--- src/rtl/alu_issue_ctrl.sv ---
// Four-state issue sequencer between register read and the ALU: latch, decode, execute, retire.
// One instruction in flight; results/pulses appear in the cycle after the second post-accept edge.
module alu_issue_ctrl #(
  parameter int W = 32
) (
  input  logic         clk,
  input  logic         rst,
  input  logic         instr_valid,
  output logic         instr_ready,
  input  logic [31:0]  instr,
  input  logic [W-1:0] pc_in,
  input  logic [W-1:0] rs_data,
  input  logic [W-1:0] rt_data,
  output logic [W-1:0] ALU_in1,
  output logic [W-1:0] ALU_in2,
  output logic [3:0]   ALU_control,
  input  logic [W-1:0] alu_result,
  input  logic         alu_zero,
  output logic         wb_valid,
  output logic [4:0]   wb_reg,
  output logic [W-1:0] wb_data,
  output logic         br_valid,
  output logic         br_taken,
  output logic [W-1:0] br_target,
  output logic         illegal_op
);

  typedef enum logic [1:0] {IDLE, DECODE, EXEC, DONE} state_t;

  localparam logic [1:0] K_WB  = 2'd0;
  localparam logic [1:0] K_BR  = 2'd1;
  localparam logic [1:0] K_ILL = 2'd2;

  state_t state, state_nxt;

  logic [5:0]   op_q;
  logic [4:0]   rt_f_q;
  logic [15:0]  imm_q;
  logic [W-1:0] pc_q;
  logic [W-1:0] rs_q;
  logic [W-1:0] rt_q;
  logic [1:0]   kind_q;
  logic [4:0]   dest_q;
  logic         bne_q;

  logic [3:0]   dec_ctrl;
  logic [W-1:0] dec_in2;
  logic [1:0]   dec_kind;
  logic [4:0]   dec_dest;
  logic         dec_bne;
  logic [W-1:0] imm_sx;
  logic [W-1:0] imm_zx;

  // rs field is not needed: the register value arrives already read on rs_data
  logic unused_rs_field;
  assign unused_rs_field = ^instr[25:21];

  logic accept;
  assign accept = instr_valid && (state == IDLE);

  assign imm_sx = {{(W-16){imm_q[15]}}, imm_q};
  assign imm_zx = {{(W-16){1'b0}}, imm_q};

  always_ff @(posedge clk or posedge rst) begin
    if (rst) state <= IDLE;
    else     state <= state_nxt;
  end

  always_comb begin
    state_nxt = state;
    case (state)
      IDLE:    if (accept) state_nxt = DECODE;
      DECODE:  state_nxt = EXEC;
      EXEC:    state_nxt = DONE;
      DONE:    state_nxt = IDLE;
      default: state_nxt = IDLE;
    endcase
  end

  always_comb begin
    instr_ready = (state == IDLE);
    wb_valid    = (state == DONE) && (kind_q == K_WB) && (wb_reg != 5'd0);
    br_valid    = (state == DONE) && (kind_q == K_BR);
    illegal_op  = (state == DONE) && (kind_q == K_ILL);
  end

  // Unknown encodings keep the R-type operand shape with an add opcode so the ALU sees defined inputs
  always_comb begin
    dec_ctrl = 4'b0010;
    dec_in2  = rt_q;
    dec_kind = K_ILL;
    dec_dest = imm_q[15:11];
    dec_bne  = 1'b0;
    case (op_q)
      6'h00: begin
        dec_kind = K_WB;
        case (imm_q[5:0])
          6'h20, 6'h21: dec_ctrl = 4'b0010;
          6'h22, 6'h23: dec_ctrl = 4'b0110;
          6'h24:        dec_ctrl = 4'b0000;
          6'h25:        dec_ctrl = 4'b0001;
          6'h27:        dec_ctrl = 4'b1100;
          6'h2A:        dec_ctrl = 4'b0111;
          default:      dec_kind = K_ILL;
        endcase
      end
      6'h08, 6'h09: begin
        dec_kind = K_WB; dec_ctrl = 4'b0010; dec_in2 = imm_sx; dec_dest = rt_f_q;
      end
      6'h0A: begin
        dec_kind = K_WB; dec_ctrl = 4'b0111; dec_in2 = imm_sx; dec_dest = rt_f_q;
      end
      6'h0C: begin
        dec_kind = K_WB; dec_ctrl = 4'b0000; dec_in2 = imm_zx; dec_dest = rt_f_q;
      end
      6'h0D: begin
        dec_kind = K_WB; dec_ctrl = 4'b0001; dec_in2 = imm_zx; dec_dest = rt_f_q;
      end
      6'h04: begin
        dec_kind = K_BR; dec_ctrl = 4'b0110;
      end
      6'h05: begin
        dec_kind = K_BR; dec_ctrl = 4'b0110; dec_bne = 1'b1;
      end
      default: dec_kind = K_ILL;
    endcase
  end

  always_ff @(posedge clk or posedge rst) begin
    if (rst) begin
      op_q        <= '0;
      rt_f_q      <= '0;
      imm_q       <= '0;
      pc_q        <= '0;
      rs_q        <= '0;
      rt_q        <= '0;
      kind_q      <= K_WB;
      dest_q      <= '0;
      bne_q       <= 1'b0;
      ALU_in1     <= '0;
      ALU_in2     <= '0;
      ALU_control <= '0;
      br_target   <= '0;
      wb_reg      <= '0;
      wb_data     <= '0;
      br_taken    <= 1'b0;
    end else begin
      case (state)
        IDLE: begin
          if (accept) begin
            op_q   <= instr[31:26];
            rt_f_q <= instr[20:16];
            imm_q  <= instr[15:0];
            pc_q   <= pc_in;
            rs_q   <= rs_data;
            rt_q   <= rt_data;
          end
        end
        DECODE: begin
          ALU_control <= dec_ctrl;
          ALU_in1     <= rs_q;
          ALU_in2     <= dec_in2;
          br_target   <= pc_q + W'(4) + (imm_sx << 2);
          kind_q      <= dec_kind;
          dest_q      <= dec_dest;
          bne_q       <= dec_bne;
        end
        EXEC: begin
          if (kind_q == K_WB) begin
            wb_reg  <= dest_q;
            wb_data <= alu_result;
          end
          if (kind_q == K_BR) br_taken <= alu_zero ^ bne_q;
        end
        default: ;
      endcase
    end
  end

endmodule

--- config.mk ---
export PLATFORM = sky130hd
export DESIGN_NAME = alu_issue_ctrl
export DESIGN_NICKNAME = d
export VERILOG_FILES = /design/src/rtl/alu_issue_ctrl.sv
export SDC_FILE = /design/constraint.sdc
export NUM_CORES = 1
export LEC_CHECK = 0
export CAP_MARGIN = 40
export CORE_MARGIN = 2
export CORE_UTILIZATION = 54
export CTS_CLUSTER_SIZE = 40
export DETAILED_ROUTE_END_ITERATION = 10
export PLACE_DENSITY = 0.86
export SLEW_MARGIN = 30
export SYNTH_ARGS = -nofsm -noshare
export SYNTH_HDL_FRONTEND = slang
export SYNTH_SLANG_ARGS = --single-unit
--- constraint.sdc ---
create_clock -name clk -period 16.08 [get_ports clk]
set_input_delay 3.216 -clock clk [delete_from_list [all_inputs] [get_ports clk]]
set_output_delay 3.216 -clock clk [all_outputs]
set_load 0.02 [all_outputs]
==> results_slide.txt <==
Synthesis and Place & Route Summary

Layout
  • Flip-flops: 271
  • Top Layout Cells: clkdlybuf4s50_1, dfrtp_1, mux2_2, nor2_1, a21oi_1
  • MI comb cells: 640
  • Non-CTS buffers: 312
  • Fillers: 1450
  • Area grow syn2layout: 36.0%
  • Flop share of the area: 0.401
  • Non-clock buffers, area share: 0.188
  • Most frequent logic cell in the layout: clkdlybuf4s50_1
  • Logic share of the area: 0.322
  • Dominant class by area: sequential cells

Pwr
  • VDD IR-drop max: 0.184 mV
  • Logic power comb: 2.30 mW
  • Power per cell area: 254 nW/um^2
  • Highest-power group: combinational logic
  • Clock power frac: 0.171
  • Leak Pwr: 7.46 nW
  • Clk pwr: 0.734 mW
  • Internal power: 2.61 mW

Place
  • Place WS: 10570 ps
  • DP Area: 15700 um^2
  • IO Port Bufs: 300

STA
  • Max Fclk: 0.182 GHz
  • Worst Max-Slew Pin Slew: 695 ps
  • RSZ-0062 raised after global routing: no
  • Slew headroom: 0.537
  • Worst Clk Skew: 16.7 ps

CTS
  • Post-CTS Hold Fix Bufs: 0
  • CTS tree: yes
  • CTS root buffer: clkbuf_16
  • Clock Latency Late Sink: 560 ps
  • Clk slew on worst S/H paths: 70 ps

Global route
  • Initial antenna violation count: 1
  • Total track usage: 0.256

Run status
  • Status: completed

Setup path
  • R2r setup slk: 12670 ps
  • Worst setup path start: wb_reg[1]$_DFFE_PP0P_
  • Maximum fanout along the worst path: 3
  • Worst Path Class, Setup: reg -> out

Logic synthesis
  • Cells in synth_stat.txt: 977
  • Cell count after synthesis: 977
  • Syn Area/Cell: 12.7 um^2
  • Synth warnings: 0

Routing
  • TritonRoute pass-1 iters: 7
  • DRC: 0
  • Antenna Nets Post-Route: 0

Min path
  • WHS Path Cells: 1

Floorplan
  • Die width: 156 um
## layer usage
metal	GRT usage	vias to the layer above	routed length (um)
met5	0	-	0
met4	0.0804	0	963
met3	0.0600	60	2240
met2	0.416	269	15400
met1	0.345	4441	13400
li1	-	4106	-
## per-stage QoR
step / total power, mW / hold WS, ps / utilization
after global routing: 4.56 / 511 / 0.747
after global placement: 3.46 / 471 / 0.694
final: 4.29 / 500 / 0.747
after detailed placement: 3.53 / 487 / 0.696
after floorplan: 2.74 / 474 / -
after CTS: 4.30 / 503 / 0.742
Fig. 1: signal wires on met4
(2 px per um) Supply wires on this layer in gray. Cells faint in the background.
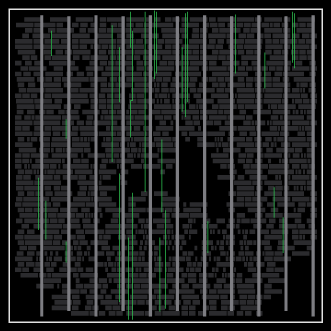
longest straight run: 89.8 um
share of all routed wire: 3.0%
nets with wire on the layer: 19
main direction: vertical
wire length on this layer: 964 um
Routed WL: 32000 um
vias: 8876

Fig. 2: the metal 1 layer
(3 px per um) Supply wires on this layer in gray. Cells faint in the background.
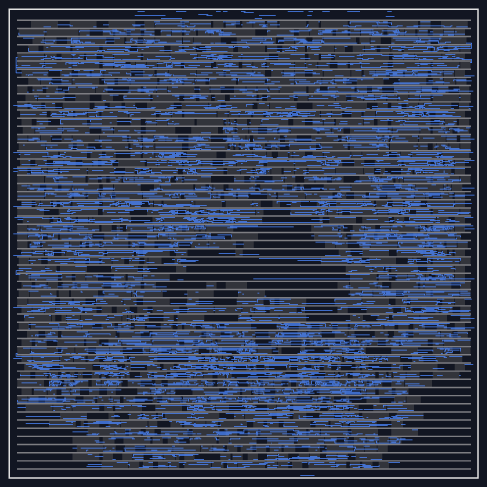
wire length on this layer: 13400 um
share of all routed wire: 42%
nets with wire on the layer: 1379
met1 Use GR: 0.345

Fig. 3: routing congestion
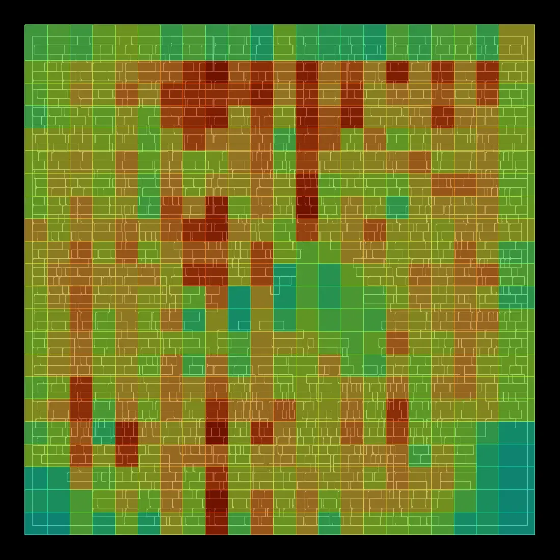
global routing usage on met3: 0.0600
GRT busiest layer: met2
final core occ: 0.747
grt met2 use: 0.416

Power is estimated from default activity; no workload was simulated.
